<file path="src/rtl/dest_scoreboard_pkg.sv">
// Shared types for the destination-register scoreboard: address width, slot record,
// and the one-hot register decode.
package dest_scoreboard_pkg;

  localparam int unsigned ADDR_W           = 6;
  localparam int unsigned NUM_REGS         = 2 ** ADDR_W;
  localparam bit          ZERO_REG_DEFAULT = 1'b1;

  typedef struct packed {
    logic              valid;
    logic [ADDR_W-1:0] addr;
  } slot_t;

  function automatic logic [NUM_REGS-1:0] onehot(input logic [ADDR_W-1:0] a);
    logic [NUM_REGS-1:0] v;
    v    = '0;
    v[a] = 1'b1;
    return v;
  endfunction

endpackage

</file>
<file path="src/rtl/dest_slot_pipe.sv">
// Fixed-depth shift register of in-flight write slots with synchronous clear.
module dest_slot_pipe
  import dest_scoreboard_pkg::*;
#(
  parameter int unsigned Depth = 3
) (
  input  logic  clk,
  input  logic  rst_n,
  input  logic  clear,
  input  slot_t slot_in,
  output slot_t slot_out
);

  slot_t slot_q [Depth];

  always_ff @(posedge clk or negedge rst_n) begin
    if (!rst_n) begin
      for (int k = 0; k < int'(Depth); k++) slot_q[k] <= '0;
    end else if (clear) begin
      for (int k = 0; k < int'(Depth); k++) slot_q[k] <= '0;
    end else begin
      slot_q[0] <= slot_in;
      for (int k = 1; k < int'(Depth); k++) slot_q[k] <= slot_q[k-1];
    end
  end

  assign slot_out = slot_q[Depth-1];

endmodule

</file>
<file path="src/rtl/dest_scoreboard.sv">
// Destination-register scoreboard: tracks in-flight writes, stalls issue on RAW/WAW
// hazards and presents the retiring write-back address.
module dest_scoreboard
  import dest_scoreboard_pkg::*;
#(
  parameter int unsigned LATENCY  = 3,
  parameter bit          ZERO_REG = ZERO_REG_DEFAULT,
  localparam int unsigned CntW    = $clog2(LATENCY + 1)
) (
  input  logic                clk,
  input  logic                rst_n,
  input  logic                issue_valid,
  output logic                issue_ready,
  input  logic [ADDR_W-1:0]   src_a,
  input  logic [ADDR_W-1:0]   src_b,
  input  logic                src_a_used,
  input  logic                src_b_used,
  input  logic [ADDR_W-1:0]   dest_addr,
  input  logic                dest_we,
  input  logic                flush,
  output logic                wb_valid,
  output logic [ADDR_W-1:0]   wb_addr,
  output logic [NUM_REGS-1:0] pending,
  output logic [CntW-1:0]     inflight_cnt
);

  logic [NUM_REGS-1:0] pending_q, pending_d, pend_eff;
  logic [CntW-1:0]     cnt_q, cnt_d;
  logic                tracked, accept, track_acc;
  slot_t               slot_in, slot_out;

  dest_slot_pipe #(
    .Depth(LATENCY)
  ) u_pipe (
    .clk     (clk),
    .rst_n   (rst_n),
    .clear   (flush),
    .slot_in (slot_in),
    .slot_out(slot_out)
  );

  assign wb_valid = slot_out.valid;
  assign wb_addr  = slot_out.addr;

  // A register retiring this cycle no longer blocks issue.
  assign pend_eff = pending_q & ~(wb_valid ? onehot(wb_addr) : '0);
  assign tracked  = dest_we && !(ZERO_REG && (dest_addr == '0));

  assign issue_ready = rst_n && !flush
                    && !(src_a_used && pend_eff[src_a])
                    && !(src_b_used && pend_eff[src_b])
                    && !(tracked && pend_eff[dest_addr]);

  assign accept    = issue_valid && issue_ready;
  assign track_acc = accept && tracked;

  always_comb begin
    slot_in       = '0;
    slot_in.valid = track_acc;
    slot_in.addr  = track_acc ? dest_addr : '0;
  end

  // Set after clear so a same-address retire/issue keeps the bit.
  always_comb begin
    pending_d = pending_q;
    if (wb_valid)  pending_d = pending_d & ~onehot(wb_addr);
    if (track_acc) pending_d = pending_d | onehot(dest_addr);
    if (flush)     pending_d = '0;
  end

  always_comb begin
    cnt_d = cnt_q + CntW'(track_acc) - CntW'(wb_valid);
    if (flush) cnt_d = '0;
  end

  always_ff @(posedge clk or negedge rst_n) begin
    if (!rst_n) begin
      pending_q <= '0;
      cnt_q     <= '0;
    end else begin
      pending_q <= pending_d;
      cnt_q     <= cnt_d;
    end
  end

  assign pending      = pending_q;
  assign inflight_cnt = cnt_q;

endmodule
</file>
<file path="config.mk">
export PLATFORM = sky130hd
export DESIGN_NAME = dest_scoreboard
export DESIGN_NICKNAME = d
export VERILOG_FILES = /design/src/rtl/dest_scoreboard_pkg.sv /design/src/rtl/dest_slot_pipe.sv /design/src/rtl/dest_scoreboard.sv
export SDC_FILE = /design/constraint.sdc
export NUM_CORES = 1
export LEC_CHECK = 0
export CAP_MARGIN = 20
export CORE_ASPECT_RATIO = 1.75
export CORE_UTILIZATION = 30
export DETAILED_ROUTE_END_ITERATION = 6
export HOLD_SLACK_MARGIN = 0.06
export PLACE_DENSITY = 0.5
export SYNTH_ARGS = -nofsm -noshare
export SYNTH_HDL_FRONTEND = slang
export SYNTH_HIERARCHICAL = 1
export SYNTH_SLANG_ARGS = --single-unit
</file>
<file path="constraint.sdc">
create_clock -name clk -period 3.8 [get_ports clk]
set_input_delay 0.76 -clock clk [delete_from_list [all_inputs] [get_ports clk]]
set_output_delay 0.76 -clock clk [all_outputs]
set_load 0.01 [all_outputs]
</file>
Figure 1. Gate families picked out.
Scale bar: 20 um.
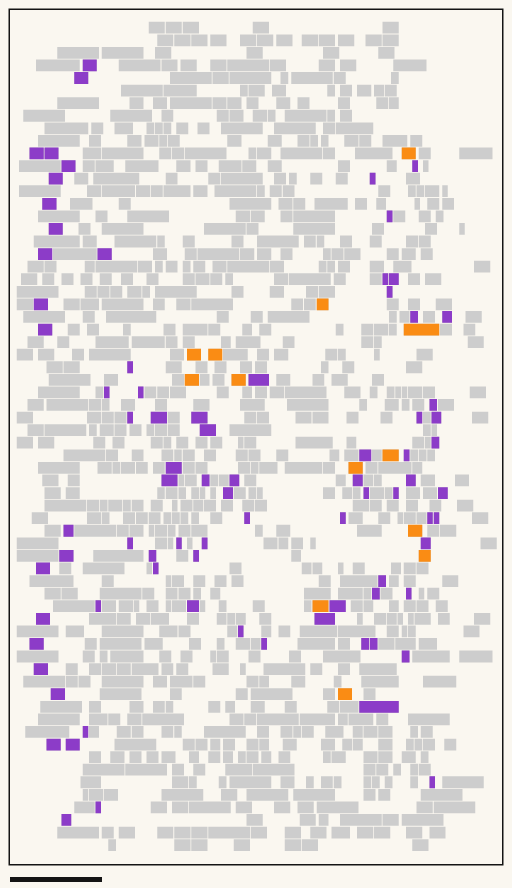
color	family	cells
purple	nor cells	81
orange	non-inverting ao/oa cells	13

Figure 2. Track usage over the die.
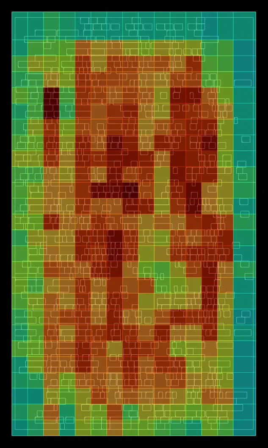
detailed-route wire length per cell: 25.6 um
met2 Use GR: 51.7%
met1 track demand over resource: 36.7%

Figure 3. Local utilization.
11 x 18 tiles, from dark blue (low) to red (high), 0 to 100% covered.
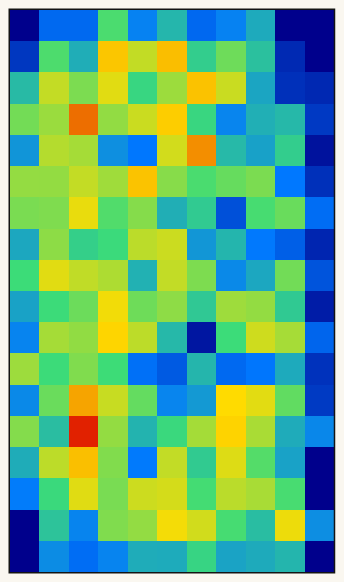
fullest tile	96%
tiles over 75% full	6.6%
mean over tiles	46%
nearly empty tiles	4.5%

==> results.cfg <==
; physical design summary
[synth]
synth.net_count = 626
yosysTopAreaCell = dfrtp_1
synth_largest_type_area_fraction_pct = 38.0
post_synthesis_cells = 599
synth_area_per_cell_um2 = 9.55
postSynth.topFlopCell = dfrtp_1
synth.yosys.chip_area_um2 = 5720
yosysWarnings = 6
postSynthSeqShare_pct = 38.0
synth.lib_cells_used.distinct = 69
enable_flop_cells = 0
synthesis.area_um2 = 5720

[worst_setup_path]
timing.setup.critical_path_class = flop to output pin
worst-endpoint-arrival_ps = 3130
critical_path_peak_fanout = 8
cp_data_required_time_ps = 3040
timing.critical_path.from_type = flop

[clock_tree]
clk_pin_slew_ps = 60
hold_buffers = 0
post_cts.repair.setup_buffers = 13
clkLatencyLatePin_ps = 350
cts_num_sinks = 87
clock_tree.htree_level_count = 3
ctsRootBufferMaster = clkbuf_16
cts_made_buffers = 9
cts_tree = done

[grt]
antenna_violations_before_repair = 0
globalRouteTotalUtil_pct = 30.7
grt_max_degree = 83
overflow = 0

[floorplan]
row_count = 66
fp_util_pct = 30.7
chipArea_um2 = 19700
num_io_pins = 99

[finish]
lay_top_count = buf_4
most_numerous_logic_cells_after_layout = 234 x buf_4, 92 x clkdlybuf4s50_1, 82 x dfrtp_1
nNetsFinal = 933
final_layout_size_suffix_gt1_share_pct = 40.8
fin_util_pct = 50.1
n_fill_cell = 1823
layout.area.comb_um2 = 3460

[final_timing]
achievable-frequency_mhz = 257
worst_hold_slack_ps = 291
period_needed_ps = 3890
rsz0062_at_grt = true
setup_ws_ps = -92.1
timing.final.setup_violations = 1

[routing]
drc_errors = 0
post_route_antenna_net_violation_count = 0
wl_um = 29400
drt_pass1_iterations = 5
vias = 6859

[hold_path]
worst_min_delay_path_class = primary input to asynchronous set/reset pin

[run_status]
failed_checks = setup timing
status = finished with violations

[placed_design]
finalWeightedCongestion = 0.952
hpwlAfterDp_um = 23200
placed_area_um2 = 8580

[pwr]
powerDensity_nw_per_um2 = 245
peakVddDrop_uv = 310
leakage_nw = 3.84
Figure 4. Clock network drawn from the DEF.
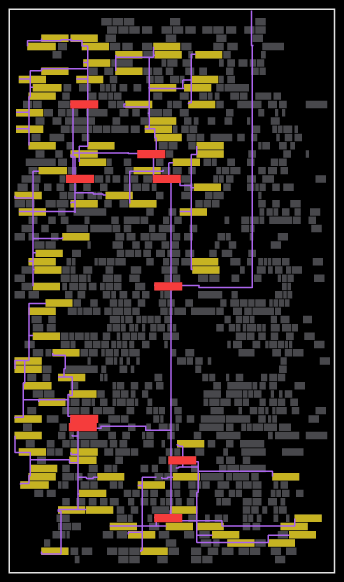
[yellow] flip-flops | count: 87
[red] clock drivers | count: 9
[purple] clock wires | length: 1,230 um
routed clock nets	10

Figure 5. Routed metal, one color a layer.
Scale bar: 20 um.
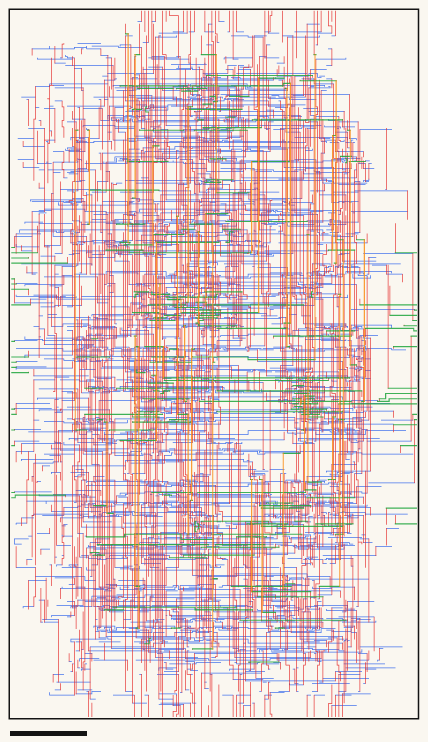
color	layer	wire length
blue	metal 1	11,400 um
orange	metal 4	1,690 um
red	metal 2	14,600 um
green	metal 3	1,770 um

## registers in the layout (all words and copies together), names as in the netlist
signal           flops
u_pipe/slot_q       14
pending             64
u_pipe/slot_out      7
inflight_cnt         2
## power by group
group	switching, mW	internal, mW
combinational	0.215	0.161
sequential	0.00166	0.928
clock	0.391	0.598
total	0.608	1.69
## worst max-delay path, stage by stage, from the launching register on
cell,delay [ps]
dfrtp_2,490
or4b_4,510
buf_12,170
o21ai_4,150
mux4_2,250
o22a_1,130
o21ai_2,70
o311a_4,420
nor4b_4,260
and3_4,230
buf_6,100
## metrics by stage
stage	cells	setup WS, ps
floorplan	599	6.36
global placement	1114	-781
detailed placement	1114	-778
CTS	1143	-138
global route	1149	-237
finish	1149	-92.1
## synthesized netlist by cell type, drive strengths merged, types with 4 or more instances
| library cell | count |
|---|---|
| a21oi | 17 |
| a221oi | 6 |
| nor4 | 5 |
| buf | 25 |
| o211ai | 8 |
| a22oi | 15 |
| nand2 | 23 |
| o21ai | 68 |
| dfrtp | 87 |
| clkbuf | 29 |
| nor3 | 16 |
| or3 | 4 |
| nand3b | 5 |
| inv | 10 |
| nand4b | 11 |
| o31ai | 8 |
| a31oi | 6 |
| nand3 | 29 |
| mux4 | 12 |
| and3 | 12 |
| or2 | 9 |
| nor2 | 31 |
| a22o | 5 |
| o2111ai | 6 |
| o32ai | 49 |
| nor2b | 26 |
| nand4 | 14 |
| nand2b | 5 |
| mux2i | 16 |
## path summary, 6_finish.rpt
check | from | endpoint | slack [ps] | cells after the start
max | u_pipe/slot_out[6]$_DFF_PN0_ | issue_ready | -90 | 10
min | rst_n | inflight_cnt[0]$_DFF_PN0_ | 290 | 1
max reg2reg | u_pipe/slot_out[3]$_DFF_PN0_ | inflight_cnt[0]$_DFF_PN0_ | 30 | 16
min reg2reg | u_pipe/slot_q[8]$_DFF_PN0_ | u_pipe/slot_out[1]$_DFF_PN0_ | 460 | 1
max in group asynchronous | rst_n | u_pipe/slot_out[0]$_DFF_PN0_ | 2290 | 2
min in group clk | u_pipe/slot_q[8]$_DFF_PN0_ | u_pipe/slot_out[1]$_DFF_PN0_ | 460 | 1
## kinds of logic (layout without fill, tap and decap cells)
| logic type | count (synthesis) | in the layout | synth area share, % |
|---|---|---|---|
| adders and majority gates | 2 | 2 | 0.437 |
| buffers and inverters | 66 | 378 | 6.10 |
| muxes | 29 | 29 | 7.78 |
| DFF | 87 | 87 | 38.0 |
| xor gates and xnor gates | 2 | 2 | 0.306 |
| and+or+nand+nor | 203 | 203 | 21.4 |
| AOI/OAI and AO/OA | 210 | 210 | 25.9 |
## area by class of cell
| class | instances | share of cell area (%) |
|---|---|---|
| Multi-Input combinational cell | 446 | 37.0 |
| Timing Repair Buffer | 350 | 32.5 |
| Sequential cell | 87 | 23.3 |
| Tap cell | 238 | 3.18 |
| Clock buffer | 10 | 2.55 |
| Clock inverter | 6 | 0.976 |
| Inverter | 12 | 0.495 |
## layer usage
metal	up-vias	track usage [%]	wire, um	part of all wire (%)
li1	2989	-	-	-
met1	3404	36.7	11400	39
met2	379	51.7	14600	49
met3	87	4.46	1770	6.0
met4	0	18.3	1690	5.7
met5	-	0	0	0
Power figures rest on the tool's default switching activity, not on a simulated workload.
